$ cat src/rtl/reg_decoder_pkg.sv
// Shared definitions for the decode/operand stage: widths, instruction field positions,
// immediate-extension opcodes and architectural register indices.
package reg_decoder_pkg;

    localparam int DATA_W  = 32;
    localparam int REG_NUM = 32;
    localparam int REG_AW  = 5;

    localparam logic [DATA_W-1:0] SP_INIT_DEFAULT = 32'h0000_7FFC;

    localparam int REG_SP = 29;
    localparam int REG_RA = 31;

    localparam int OPC_MSB = 31;
    localparam int OPC_LSB = 26;
    localparam int RS_MSB  = 25;
    localparam int RS_LSB  = 21;
    localparam int RT_MSB  = 20;
    localparam int RT_LSB  = 16;
    localparam int RD_MSB  = 15;
    localparam int RD_LSB  = 11;
    localparam int IMM_MSB = 15;
    localparam int IMM_LSB = 0;

    localparam logic [5:0] OPC_JAL   = 6'h03;
    localparam logic [5:0] OPC_SLTIU = 6'h0B;
    localparam logic [5:0] OPC_ANDI  = 6'h0C;
    localparam logic [5:0] OPC_ORI   = 6'h0D;
    localparam logic [5:0] OPC_XORI  = 6'h0E;

    // Logical immediates and sltiu treat imm as unsigned; everything else sign-extends.
    function automatic logic is_zero_ext(input logic [5:0] opcode);
        return (opcode == OPC_ANDI) || (opcode == OPC_ORI) ||
               (opcode == OPC_XORI) || (opcode == OPC_SLTIU);
    endfunction

endpackage

$ cat src/rtl/reg_decoder_if.sv
// Decode-stage bus: fetch/ALU/memory inputs toward the decoder and operand outputs toward the ALU.
// master drives instruction and write-back inputs; slave is the decoder itself.
interface reg_decoder_if;
    import reg_decoder_pkg::*;

    logic [DATA_W-1:0] instruction;
    logic [DATA_W-1:0] alu_result;
    logic [DATA_W-1:0] mem_data;
    logic [DATA_W-1:0] opcplus4;
    logic              reg_write;
    logic              reg_dst;
    logic              memto_reg;
    logic              jal;
    logic [REG_AW-1:0] dbg_addr;
    logic [DATA_W-1:0] read_data_1;
    logic [DATA_W-1:0] read_data_2;
    logic [DATA_W-1:0] imme_extend;
    logic [DATA_W-1:0] dbg_data;

    modport master (
        output instruction, alu_result, mem_data, opcplus4,
        output reg_write, reg_dst, memto_reg, jal, dbg_addr,
        input  read_data_1, read_data_2, imme_extend, dbg_data
    );

    modport slave (
        input  instruction, alu_result, mem_data, opcplus4,
        input  reg_write, reg_dst, memto_reg, jal, dbg_addr,
        output read_data_1, read_data_2, imme_extend, dbg_data
    );

endinterface

$ cat src/rtl/reg_decoder_gpr_file.sv
// 31 x 32-bit general register file, $0 hardwired to zero, $29 resets to SP_INIT.
// Latency: reads combinational (old value during a write), write lands on the rising edge; no backpressure.
module reg_decoder_gpr_file
    import reg_decoder_pkg::*;
#(
    parameter logic [DATA_W-1:0] SP_INIT = SP_INIT_DEFAULT
) (
    input  logic              clock,
    input  logic              reset,
    input  logic [REG_AW-1:0] rd_addr_1,
    input  logic [REG_AW-1:0] rd_addr_2,
    input  logic [REG_AW-1:0] dbg_addr,
    input  logic              wr_en,
    input  logic [REG_AW-1:0] wr_addr,
    input  logic [DATA_W-1:0] wr_data,
    output logic [DATA_W-1:0] rd_data_1,
    output logic [DATA_W-1:0] rd_data_2,
    output logic [DATA_W-1:0] dbg_data
);

    logic [DATA_W-1:0] regs_q [1:REG_NUM-1];
    logic [DATA_W-1:0] regs_d [1:REG_NUM-1];

    // No storage for $0: a write addressed to it never matches any entry.
    always_comb begin
        for (int i = 1; i < REG_NUM; i++) begin
            regs_d[i] = regs_q[i];
            if (wr_en && (wr_addr == REG_AW'(i))) begin
                regs_d[i] = wr_data;
            end
        end
    end

    always_ff @(posedge clock) begin
        if (reset) begin
            for (int i = 1; i < REG_NUM; i++) begin
                regs_q[i] <= (i == REG_SP) ? SP_INIT : '0;
            end
        end else begin
            regs_q <= regs_d;
        end
    end

    always_comb begin
        rd_data_1 = '0;
        rd_data_2 = '0;
        dbg_data  = '0;
        if (rd_addr_1 != '0) rd_data_1 = regs_q[rd_addr_1];
        if (rd_addr_2 != '0) rd_data_2 = regs_q[rd_addr_2];
        if (dbg_addr  != '0) dbg_data  = regs_q[dbg_addr];
    end

endmodule

$ cat src/rtl/reg_decoder.sv
// Decode/operand stage: field split, immediate extension, write-back muxing around the GPR file.
// Latency: operands and immediate are combinational, write-back commits on the rising edge; no backpressure.
module reg_decoder
    import reg_decoder_pkg::*;
#(
    parameter logic [DATA_W-1:0] SP_INIT = SP_INIT_DEFAULT
) (
    input  logic          clock,
    input  logic          reset,
    reg_decoder_if.slave  bus
);

    logic [5:0]        opcode;
    logic [REG_AW-1:0] rs;
    logic [REG_AW-1:0] rt;
    logic [REG_AW-1:0] rd;
    logic [15:0]       imm;
    logic              wr_en;
    logic [REG_AW-1:0] wr_addr;
    logic [DATA_W-1:0] wr_data;

    always_comb begin
        opcode = bus.instruction[OPC_MSB:OPC_LSB];
        rs     = bus.instruction[RS_MSB:RS_LSB];
        rt     = bus.instruction[RT_MSB:RT_LSB];
        rd     = bus.instruction[RD_MSB:RD_LSB];
        imm    = bus.instruction[IMM_MSB:IMM_LSB];
    end

    always_comb begin
        bus.imme_extend = is_zero_ext(opcode) ? {{(DATA_W-16){1'b0}}, imm}
                                              : {{(DATA_W-16){imm[15]}}, imm};
    end

    // jal alone is enough to commit the link, whatever reg_write/reg_dst/memto_reg say.
    always_comb begin
        wr_en   = bus.reg_write | bus.jal;
        wr_addr = bus.jal ? REG_AW'(REG_RA) : (bus.reg_dst ? rd : rt);
        wr_data = bus.jal ? bus.opcplus4 : (bus.memto_reg ? bus.mem_data : bus.alu_result);
    end

    reg_decoder_gpr_file #(
        .SP_INIT (SP_INIT)
    ) u_gpr_file (
        .clock     (clock),
        .reset     (reset),
        .rd_addr_1 (rs),
        .rd_addr_2 (rt),
        .dbg_addr  (bus.dbg_addr),
        .wr_en     (wr_en),
        .wr_addr   (wr_addr),
        .wr_data   (wr_data),
        .rd_data_1 (bus.read_data_1),
        .rd_data_2 (bus.read_data_2),
        .dbg_data  (bus.dbg_data)
    );

endmodule

$ cat src/flat_wrapper.sv
// flat-port wrapper written by rule: the top's interface ports become plain ports
module reg_decoder_flat import reg_decoder_pkg::*;
#(
    parameter logic [DATA_W-1:0] SP_INIT = SP_INIT_DEFAULT
)
  (clock, reset, bus_instruction, bus_alu_result, bus_mem_data, bus_opcplus4, bus_reg_write, bus_reg_dst, bus_memto_reg, bus_jal, bus_dbg_addr, bus_read_data_1, bus_read_data_2, bus_imme_extend, bus_dbg_data);
  reg_decoder_if bus_i ();
  input  logic clock;
  input  logic reset;
  input wire logic [$bits(bus_i.instruction)-1:0] bus_instruction;
  input wire logic [$bits(bus_i.alu_result)-1:0] bus_alu_result;
  input wire logic [$bits(bus_i.mem_data)-1:0] bus_mem_data;
  input wire logic [$bits(bus_i.opcplus4)-1:0] bus_opcplus4;
  input wire logic [$bits(bus_i.reg_write)-1:0] bus_reg_write;
  input wire logic [$bits(bus_i.reg_dst)-1:0] bus_reg_dst;
  input wire logic [$bits(bus_i.memto_reg)-1:0] bus_memto_reg;
  input wire logic [$bits(bus_i.jal)-1:0] bus_jal;
  input wire logic [$bits(bus_i.dbg_addr)-1:0] bus_dbg_addr;
  output wire logic [$bits(bus_i.read_data_1)-1:0] bus_read_data_1;
  output wire logic [$bits(bus_i.read_data_2)-1:0] bus_read_data_2;
  output wire logic [$bits(bus_i.imme_extend)-1:0] bus_imme_extend;
  output wire logic [$bits(bus_i.dbg_data)-1:0] bus_dbg_data;
  assign bus_i.instruction = bus_instruction;
  assign bus_i.alu_result = bus_alu_result;
  assign bus_i.mem_data = bus_mem_data;
  assign bus_i.opcplus4 = bus_opcplus4;
  assign bus_i.reg_write = bus_reg_write;
  assign bus_i.reg_dst = bus_reg_dst;
  assign bus_i.memto_reg = bus_memto_reg;
  assign bus_i.jal = bus_jal;
  assign bus_i.dbg_addr = bus_dbg_addr;
  assign bus_read_data_1 = bus_i.read_data_1;
  assign bus_read_data_2 = bus_i.read_data_2;
  assign bus_imme_extend = bus_i.imme_extend;
  assign bus_dbg_data = bus_i.dbg_data;
  reg_decoder #(.SP_INIT(SP_INIT)) u_core (.clock(clock), .reset(reset), .bus(bus_i));
endmodule
$ cat config.mk
export PLATFORM = sky130hd
export DESIGN_NAME = reg_decoder_flat
export DESIGN_NICKNAME = d
export VERILOG_FILES = /design/src/rtl/reg_decoder_pkg.sv /design/src/rtl/reg_decoder_if.sv /design/src/rtl/reg_decoder_gpr_file.sv /design/src/rtl/reg_decoder.sv /design/src/flat_wrapper.sv
export SDC_FILE = /design/constraint.sdc
export NUM_CORES = 2
export LEC_CHECK = 0
export CAP_MARGIN = 20
export CORE_MARGIN = 5
export CORE_UTILIZATION = 32
export CTS_CLUSTER_SIZE = 30
export DETAILED_ROUTE_END_ITERATION = 12
export HOLD_SLACK_MARGIN = 0.02
export PLACE_DENSITY = 0.53
export SLEW_MARGIN = 20
export SYNTH_ARGS = -nofsm -noshare
export SYNTH_HDL_FRONTEND = slang
export SYNTH_HIERARCHICAL = 1
export SYNTH_SLANG_ARGS = --single-unit
$ cat constraint.sdc
create_clock -name clock -period 3.27 [get_ports clock]
set_input_delay 0.654 -clock clock [delete_from_list [all_inputs] [get_ports clock]]
set_output_delay 0.654 -clock clock [all_outputs]
set_load 0.1 [all_outputs]
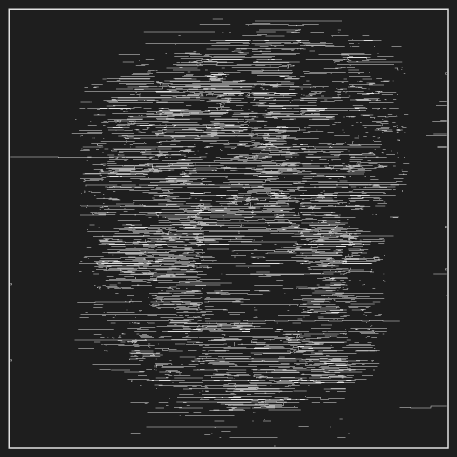
(metal 3)
Scale: 1 px per um.
wire length on this layer: 39.1 mm
nets with wire on the layer: 1078
share of all routed wire: 12%
total routed wirelength: 322000 um
via count: 60000
GR Util met3: 0.0836

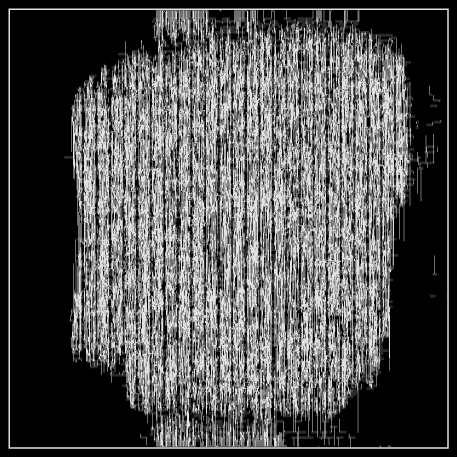
(met2 routing)
Scale: 1 px per um. Cells faint in the background.
main direction: vertical
longest straight run: 151 um
wire length on this layer: 137 mm
nets with wire on the layer: 5495
met2 Resource Use GR: 0.474

==> metrics.yaml <==
yosys:
  seq_area_frac_synth: 0.340
  avgSynthCellArea_um2: 8.93
  yosys-top-cells-area: "dfxtp_1, mux4_2, nand2_1"
  ys_area_um2: 58400
  syn_inst: 6538
  yosys_cells: 6538
final_timing:
  rsz0062_at_grt: "yes"
  finalWorstSetupSlack_ps: -86.0
  finalSetupViolCount: 22
  fin_worst_skew_ps: 0
  slew_headroom: 0.322
worst_hold_path:
  hold_class: "in2reg"
critical_path:
  r2r_start: "u_core/u_gpr_file/regs_q[89]"
  path_max_fanout: 7
  r2r_end: "u_core/u_gpr_file/regs_q[89]"
  r2r_slack_ps: 2450
floorplan:
  dieWidth_um: 437
  die_area_um2: 191000
power_and_ir_drop:
  switchingPower_mw: 10.1
  p_seq_frac: 0.378
placement:
  gp_congestion: 0.970
  dpl.hpwl_um: 210000
finish:
  area_growth_pct: 32.6
  nNetsFinal: 7119
outcome:
  status: "finished with violations"
  violations: "negative setup slack"
drt:
  dr.pass1.iters: 9
  ant_nets: 0
clocking:
  htree_num_levels: 3
global_route:
  grt_max_degree: 117
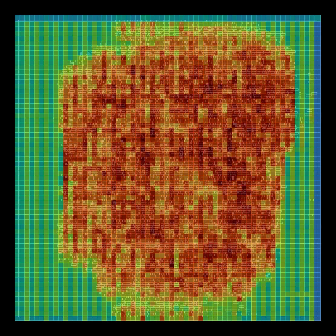
(track usage over the die)
DR WL/cell: 34.1 um
GR Util met1: 0.387
busiest grt layer: met2
Core Util, Final: 0.427

## what timing repair did
action | CTS | global route
gates resized | 218 | 79
setup endpoints to repair | 96 | 68
setup buffers | 77 | 19
gates cloned | 16 | 5
pin swaps | 56 | 42
## cell families after synthesis
group / after synthesis / synth area share
xor+xnor: 1 / 0.000150
simple gates: 2354 / 0.159
buf+inv: 739 / 0.0600
mux: 856 / 0.279
compound gates: 1596 / 0.161
flops: 992 / 0.340
## worst max-delay path, cell delays in order
cell	delay, ps
buf_16	150
buf_16	180
buf_8	140
mux4_2	360
o22ai_1	90
o211ai_1	690
buf_4	250
buf_12	170
## placed cells by master (no fill, tap or decap), types with 34 or more instances in the layout
cell type,instances
o21ai_2,38
mux4_2,602
mux2i_1,142
dfxtp_1,972
buf_16,35
o211ai_1,64
a221oi_2,39
nand2_2,34
clkbuf_16,118
buf_12,366
mux2_2,89
a221oi_1,65
a22oi_2,40
nor2_1,95
buf_4,477
clkdlybuf4s50_1,109
a21oi_1,987
nand2_1,2023
a22oi_1,179
o22ai_1,64
o21ai_1,53
buf_6,45
## per-layer routing
metal | up-vias | routed length (um)
li1 | 24500 | -
met1 | 29300 | 111000
met2 | 4811 | 137000
met3 | 1370 | 39100
met4 | 2 | 33900
met5 | - | 8
## worst min-delay path by stage
| stage | start | slack, ps | cells past startpoint | to |
|---|---|---|---|---|
| CTS | reset | 290 | 2 | u_core/u_gpr_file/regs_q[498] |
| detailed placement | u_core/u_gpr_file/regs_q[49] | 470 | 2 | u_core/u_gpr_file/regs_q[49] |
| global route | reset | 340 | 2 | u_core/u_gpr_file/regs_q[498] |
| global placement | u_core/u_gpr_file/regs_q[614] | 460 | 2 | u_core/u_gpr_file/regs_q[614] |
| finish | reset | 350 | 2 | u_core/u_gpr_file/regs_q[498] |
| floorplan | u_core/u_gpr_file/regs_q[92] | 450 | 2 | u_core/u_gpr_file/regs_q[92] |
## power groups by stage
| stage | clock [mW] | sequential, mW | combinational [mW] |
|---|---|---|---|
| after floorplan | 0 | 12.6 | 3.20 |
| after global placement | 0 | 12.6 | 5.99 |
| after detailed placement | 0 | 12.6 | 6.00 |
| after CTS | 13.9 | 12.4 | 6.33 |
| after global routing | 14.3 | 12.4 | 6.63 |
| final | 13.8 | 12.4 | 6.57 |
## stage by stage
| stage | hold WS, ps | instance area [um2] | utilization | power [mW] | setup slack [ps] |
|---|---|---|---|---|---|
| 6_report | 348 | 77400 | 0.427 | 32.8 | -86.0 |
| 5_1_grt | 339 | 77400 | 0.427 | 33.4 | -70.8 |
| 4_1_cts | 293 | 76800 | 0.424 | 32.5 | -45.1 |
| 3_5_place_dp | 470 | 70600 | 0.390 | 18.6 | -574 |
| 3_3_place_gp | 460 | 70600 | 0.390 | 18.6 | -647 |
| 2_1_floorplan | 451 | 59000 | - | 15.8 | -323 |
## area by class of cell
cell class,count,area (um2)
Sequential cell,992,19900
Tap cell,2370,2970
Fill cell,17200,104000
Inverter,3,11.3
Antenna cell,7,17.5
Multi-Input combinational cell,4807,36500
Timing Repair Buffer,1065,14100
Clock inverter,52,731
Clock buffer,155,3220
Power figures rest on the tool's default switching activity, not on a simulated workload.
